run_1/placement.png
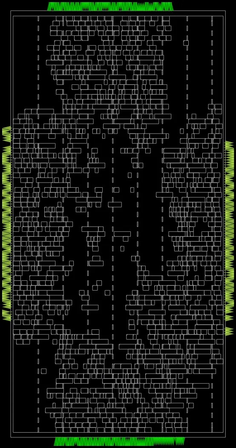
run_1/sizes.png
Bar = 20 um.
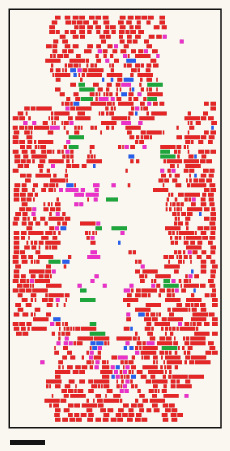
run_1/layer_met3.png
Bar = 20 um.
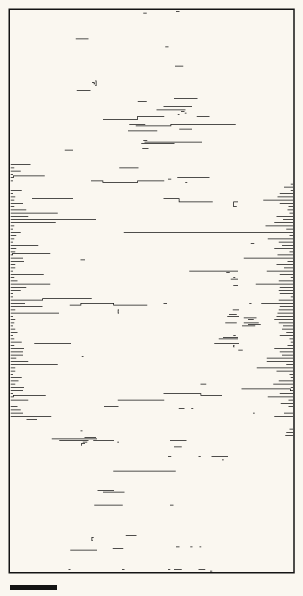
run_1/wires.png
Bar = 20 um.
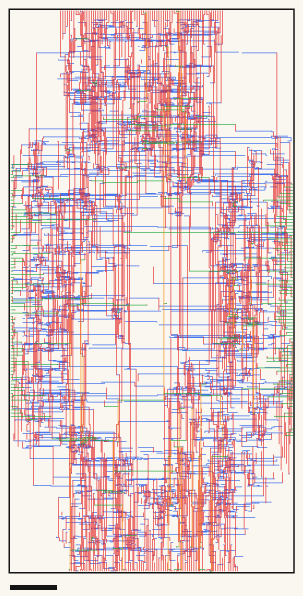
### config.mk
export PLATFORM = sky130hd
export DESIGN_NAME = pc_unit_flat
export DESIGN_NICKNAME = d
export VERILOG_FILES = /design/src/rtl/pc_unit_if.sv /design/src/rtl/pc_unit.sv /design/src/flat_wrapper.sv
export SDC_FILE = /design/constraint.sdc
export NUM_CORES = 1
export LEC_CHECK = 0
export ABC_CLOCK_PERIOD_IN_PS = 4900
export CAP_MARGIN = 20
export CORE_ASPECT_RATIO = 2
export CORE_UTILIZATION = 25
export DETAILED_ROUTE_END_ITERATION = 6
export GPL_TIMING_DRIVEN = 1
export PLACE_DENSITY = 0.63
export SYNTH_ARGS = -nofsm -noshare
export SYNTH_HDL_FRONTEND = slang
export SYNTH_SLANG_ARGS = --single-unit
### constraint.sdc
create_clock -name clk -period 4.9 [get_ports clk]
set_input_delay 0.98 -clock clk [delete_from_list [all_inputs] [get_ports clk]]
set_output_delay 0.98 -clock clk [all_outputs]
set_load 0.01 [all_outputs]
### src/rtl/pc_unit_if.sv
// rtl/pc_unit_if.sv - pc_unit pipeline-side bundle (master = pipeline control, slave = pc_unit)
interface pc_unit_if #(
   parameter int ADDR_W = 64,
   parameter int CNT_W  = 32
);
   logic              stall;
   logic [3:0]        icode;
   logic [3:0]        ifun;
   logic              cnd;
   logic [ADDR_W-1:0] valc;
   logic [ADDR_W-1:0] valm;
   logic [ADDR_W-1:0] pc;
   logic [ADDR_W-1:0] valp;
   logic [1:0]        stat;
   logic              taken;
   logic [CNT_W-1:0]  retired;

   modport master (
      output stall, icode, ifun, cnd, valc, valm,
      input  pc, valp, stat, taken, retired
   );

   modport slave (
      input  stall, icode, ifun, cnd, valc, valm,
      output pc, valp, stat, taken, retired
   );
endinterface

### src/rtl/pc_unit.sv
// rtl/pc_unit.sv - Y86-64 PC register with next-PC select, status FSM, retire counter; optional PC_BOUND_CHECK_EN
module pc_unit #(
   parameter int                ADDR_W       = 64,
   parameter logic [ADDR_W-1:0] RESET_VECTOR = '0,
   parameter int                CNT_W        = 32,
   parameter int                MEM_BYTES    = 8192
) (
   input  logic       clk,
   input  logic       rst,
   pc_unit_if.slave   bus
);

   typedef enum logic [1:0] {
      ST_AOK = 2'd0,
      ST_HLT = 2'd1,
      ST_ADR = 2'd2,
      ST_INS = 2'd3
   } state_t;

   state_t            state_q, state_d;
   logic [ADDR_W-1:0] pc_q, pc_d;
   logic              taken_q, taken_d;
   logic [CNT_W-1:0]  retired_q, retired_d;

   logic [3:0]        ilen;
   logic [ADDR_W-1:0] valp;
   logic              invalid;
   logic [ADDR_W-1:0] next_pc;
   logic              non_seq;
   logic              out_of_bounds;

   if (MEM_BYTES < 1) begin : g_bad_mem_bytes
      $error("pc_unit: MEM_BYTES must be positive");
   end

   // Instruction length from icode; undefined codes use 1 so valp stays pc + 1
   always_comb begin
      ilen = 4'd1;
      case (bus.icode)
         4'h0, 4'h1, 4'h9:        ilen = 4'd1;
         4'h2, 4'h6, 4'hA, 4'hB:  ilen = 4'd2;
         4'h3, 4'h4, 4'h5:        ilen = 4'd10;
         4'h7, 4'h8:              ilen = 4'd9;
         default:                 ilen = 4'd1;
      endcase
   end

   assign valp = pc_q + ADDR_W'(ilen);

   // Legal (icode, ifun) pairs; anything else sends the FSM to INS
   always_comb begin
      invalid = 1'b0;
      case (bus.icode)
         4'h2, 4'h7: invalid = (bus.ifun > 4'd6);
         4'h6:       invalid = (bus.ifun > 4'd3);
         4'h0, 4'h1, 4'h3, 4'h4, 4'h5,
         4'h8, 4'h9, 4'hA, 4'hB:
                     invalid = (bus.ifun != 4'd0);
         default:    invalid = 1'b1;
      endcase
   end

   // Next-PC select; unconditional jmp (ifun 0) ignores cnd, halt keeps pc
   always_comb begin
      next_pc = valp;
      non_seq = 1'b0;
      case (bus.icode)
         4'h0: next_pc = pc_q;
         4'h7: begin
            if (bus.cnd || (bus.ifun == 4'd0)) begin
               next_pc = bus.valc;
               non_seq = 1'b1;
            end
         end
         4'h8: begin
            next_pc = bus.valc;
            non_seq = 1'b1;
         end
         4'h9: begin
            next_pc = bus.valm;
            non_seq = 1'b1;
         end
         default: next_pc = valp;
      endcase
   end

`ifdef PC_BOUND_CHECK_EN
   localparam logic [ADDR_W:0] MEM_LIMIT = (ADDR_W+1)'(MEM_BYTES);

   // Extra bit keeps pc + len from wrapping past the limit unnoticed
   assign out_of_bounds = ({1'b0, next_pc} >= MEM_LIMIT) ||
                          (({1'b0, pc_q} + (ADDR_W+1)'(ilen)) > MEM_LIMIT);
`else
   assign out_of_bounds = 1'b0;
`endif

   // Status FSM and datapath next-state; INS outranks ADR, faults are sticky
   always_comb begin
      state_d   = state_q;
      pc_d      = pc_q;
      retired_d = retired_q;
      taken_d   = 1'b0;
      if ((state_q == ST_AOK) && !bus.stall) begin
         if (invalid) begin
            state_d = ST_INS;
         end else if (out_of_bounds) begin
            state_d = ST_ADR;
         end else if (bus.icode == 4'h0) begin
            state_d   = ST_HLT;
            retired_d = retired_q + 1'b1;
         end else begin
            pc_d      = next_pc;
            retired_d = retired_q + 1'b1;
            taken_d   = non_seq;
         end
      end
   end

   // State registers with asynchronous reset to the reset vector
   always_ff @(posedge clk or posedge rst) begin
      if (rst) begin
         state_q   <= ST_AOK;
         pc_q      <= RESET_VECTOR;
         taken_q   <= 1'b0;
         retired_q <= '0;
      end else begin
         state_q   <= state_d;
         pc_q      <= pc_d;
         taken_q   <= taken_d;
         retired_q <= retired_d;
      end
   end

   assign bus.pc      = pc_q;
   assign bus.valp    = valp;
   assign bus.stat    = state_q;
   assign bus.taken   = taken_q;
   assign bus.retired = retired_q;

endmodule

### src/flat_wrapper.sv
// flat-port wrapper written by rule: the top's interface ports become plain ports
module pc_unit_flat 
#(
   parameter int                ADDR_W       = 64,
   parameter logic [ADDR_W-1:0] RESET_VECTOR = '0,
   parameter int                CNT_W        = 32,
   parameter int                MEM_BYTES    = 8192
)
  (clk, rst, bus_stall, bus_icode, bus_ifun, bus_cnd, bus_valc, bus_valm, bus_pc, bus_valp, bus_stat, bus_taken, bus_retired);
  pc_unit_if #(.ADDR_W(ADDR_W), .CNT_W(CNT_W)) bus_i ();
  input  logic clk;
  input  logic rst;
  input wire logic [$bits(bus_i.stall)-1:0] bus_stall;
  input wire logic [$bits(bus_i.icode)-1:0] bus_icode;
  input wire logic [$bits(bus_i.ifun)-1:0] bus_ifun;
  input wire logic [$bits(bus_i.cnd)-1:0] bus_cnd;
  input wire logic [$bits(bus_i.valc)-1:0] bus_valc;
  input wire logic [$bits(bus_i.valm)-1:0] bus_valm;
  output wire logic [$bits(bus_i.pc)-1:0] bus_pc;
  output wire logic [$bits(bus_i.valp)-1:0] bus_valp;
  output wire logic [$bits(bus_i.stat)-1:0] bus_stat;
  output wire logic [$bits(bus_i.taken)-1:0] bus_taken;
  output wire logic [$bits(bus_i.retired)-1:0] bus_retired;
  assign bus_i.stall = bus_stall;
  assign bus_i.icode = bus_icode;
  assign bus_i.ifun = bus_ifun;
  assign bus_i.cnd = bus_cnd;
  assign bus_i.valc = bus_valc;
  assign bus_i.valm = bus_valm;
  assign bus_pc = bus_i.pc;
  assign bus_valp = bus_i.valp;
  assign bus_stat = bus_i.stat;
  assign bus_taken = bus_i.taken;
  assign bus_retired = bus_i.retired;
  pc_unit #(.ADDR_W(ADDR_W), .RESET_VECTOR(RESET_VECTOR), .CNT_W(CNT_W), .MEM_BYTES(MEM_BYTES)) u_core (.clk(clk), .rst(rst), .bus(bus_i));
endmodule
==> impl_metrics.toml, run 1 <==
# implementation run metrics
[sta]
finalSetupViolations = 0
timing.final.crit_period_ns = 4.749

[global_route]
grt_use_met3 = 0.03589
met1_usage = 0.2199
grt_first_pass_wirelength_mm = 46.06
grt_overflow = 0
met2_usage = 0.4113

[cts]
cts_tree = "built"
h-tree-depth = 3
cts_buffers = 9

[die]
die_w_um = 119.4

[power_and_ir_drop]
power.leakage_nw = 4.639
finalPower_w = 0.001933

[place]
place_congestion = 0.8557

[layout]
clkCellAreaFrac = 0.02866
n_antenna_cell = 0
buffers = 384
inv_count = 17
nClkBuffers = 9
buffer_area_frac = 0.3230

[outcome]
outcome = "finished clean"

[flow_run]
log.warning_count = 27

[detailed_routing]
routed.top_layer = "met4"
first_pass_iters = 5
first_iter_violations = 442

[synthesis]
top_cells_by_area = "dfrtp_1 (36%), xnor2_1 (8.6%), a22o_1 (4.4%)"
yosysWarnings = 0
ys_types = 62
top_logic_kind = "AND-OR/OR-AND gates"
yosysChipArea_um2 = 6897

[worst_setup_path]
crit_top_cell = "buf_4"
Back to the opening pictures, placement.png:
fillers: 2778
Rows: 85
flop share of the area: 0.2225
post-route core utilization: 0.4121

Back to the opening pictures, sizes.png:
Key: magenta = _3 and _4 cells [cells 92, share 8.2%, most used buf_4]; green = _6 and larger [cells 20, share 1.8%, most used clkbuf_16]; red = _0 and _1 cells [cells 981, share 87%, most used clkdlybuf4s50_1]; blue = _2 cells [cells 33, share 2.9%, most used clkbuf_2]

Back to the opening pictures, layer_met3.png:
210 nets have wire on it. The wires run mostly horizontal. The longest straight run is 71.1 um. The layer carries 1580 um of wire. The layer holds 5.2% of the routed length.

Back to the opening pictures, wires.png:
Key: blue = metal 1 [wire length 10800 um]; orange = metal 4 [wire length 1150 um]; red = metal 2 [wire length 16800 um]; green = metal 3 [wire length 1580 um]

==> run 1: what timing repair did <==
item,CTS,global route
gates resized,49,52
endpoints found under the setup margin,45,56
pin swaps,3,7
buffers inserted,3,3
==> run 1: synthesized netlist by cell type (all sizes together) (24+ instances only) <==
cell and number:
nand3 47, nand2 71, nand4 32, nor3 28
nor2 33, and3 24, xor2 25, dfrtp 99
xnor2 68, clkbuf 45, a22o 35, o21ai 48
==> run 1: power breakdown <==
| part | internal, W | total (W) | switching, W |
|---|---|---|---|
| clock network | 0.000373 | 0.000779 | 0.000406 |
| registers | 0.000826 | 0.000842 | 0.0000158 |
| logic | 0.000181 | 0.000312 | 0.000131 |
==> run 1: flip-flops by register name (all words and copies together) (netlist names) <==
signal              count
u_core.bus.pc          64
u_core.bus.taken        1
u_core.bus.retired     32
u_core.bus.stat         2
run_1/layer_met4.png
Supply wires on this layer in grey.
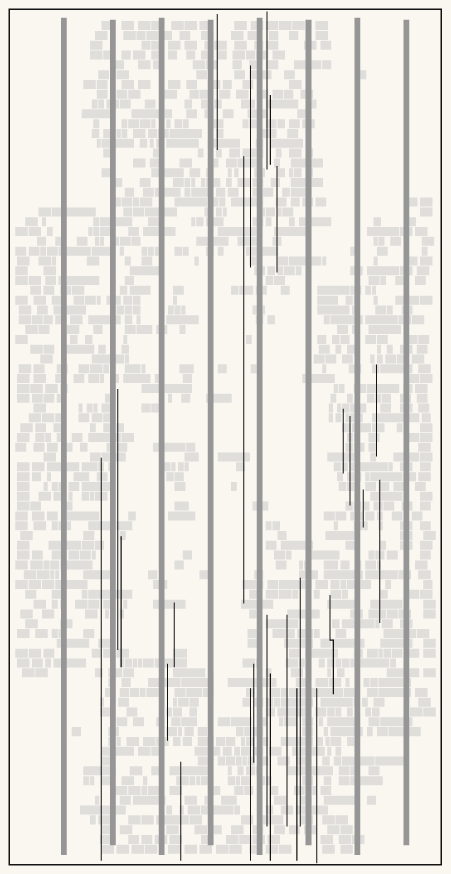

==> inputs of run 2 (changes only) <==
- ABC_AREA: not set -> 1
- PLACE_DENSITY: 0.63 -> 0.61
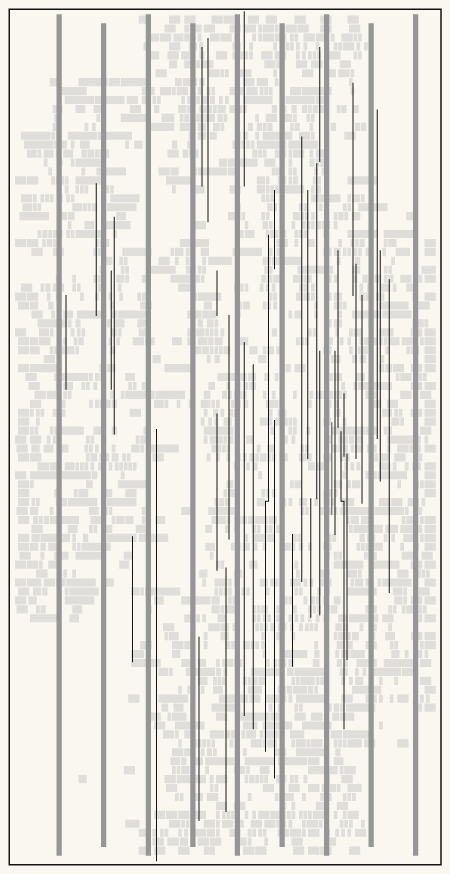
run_2/layer_met4.png
Supply wires on this layer in grey.
The longest straight run is 135 um. The layer holds 6.5% of the routed length. The layer carries 2540 um of wire. 31 nets have wire on it.

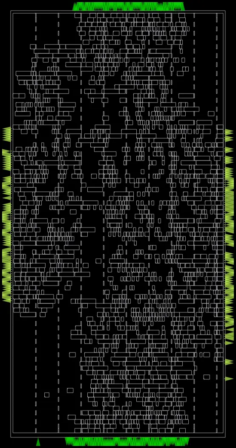
run_2/placement.png
tap cells: 432
Rows: 94

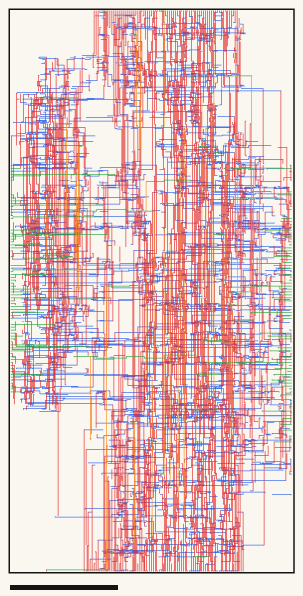
run_2/wires.png
Bar = 50 um.
Key: green = metal 3 [wire length 1520 um]; blue = metal 1 [wire length 13000 um]; orange = metal 4 [wire length 2540 um]; red = metal 2 [wire length 22.0 mm]

==> run 2 against run 1 <==
Net effect:
- clock power shrank 5.4%
- sequential cell count is the same
- cell count grew 44%
- combinational power grew 110%
- synthesized cell count grew 72%
- wire length grew 29%
- via count grew 26%
- sequential power grew 5.7%
- die area grew 20%
- non-clock buffer count shrank 28
- critical path type unchanged
- largest cell class unchanged
==> impl_metrics.toml, run 2 <==
# implementation run metrics
[sta]
finalSetupViolations = 0

[detailed_routing]
first_pass_iters = 5

[cts]
cts_buffers = 9
ctsResizeCount = 12

[outcome]
outcome = "finished clean"

[power_and_ir_drop]
power.leakage_nw = 6.509
clockPowerShare = 0.321
p_seq_frac = 0.388
pg_seq_w = 0.000890
internal_power_w = 0.001506
maxPowerGroup = "registers"
switching_share = 0.3433

[synthesis]
common_cells = "nand2_1 (544), nor2_1 (193), inv_1 (142)"
top_cells_by_area = "dfrtp_1 (30%), nand2_1 (25%), nor2_1 (8.7%)"
yosysChipArea_um2 = 8318

[flow_run]
log.warning_count = 27

[layout]
final.fill_count = 3500
seq_share = 0.1987
inv_count = 146
buffer_area_frac = 0.2785
n_antenna_cell = 0

[place]
place_congestion = 0.9808
==> run 2: cell types whose count changed in the layout (fill, tap and decap cells not counted), moves of 28 or more <==
cell / delta
nand2_1: +468
nor2_1: +159
inv_1: +125
xnor2_1: -53
clkdlybuf4s50_1: +37
a22o_1: -33
o21ai_0: -28
==> run 2: worst reg2reg max path, delay by kind of cell (launching register included) <==
family	cells	cell delay, ns
xor gates and xnor gates	1	0.14
buffers and inverters	5	0.58
adders and majority gates	2	0.60
DFF	1	0.42
and+or+nand+nor	5	0.41
AOI/OAI and AO/OA	1	0.10
No activity file was given, so power comes from the tool's default toggle rates.
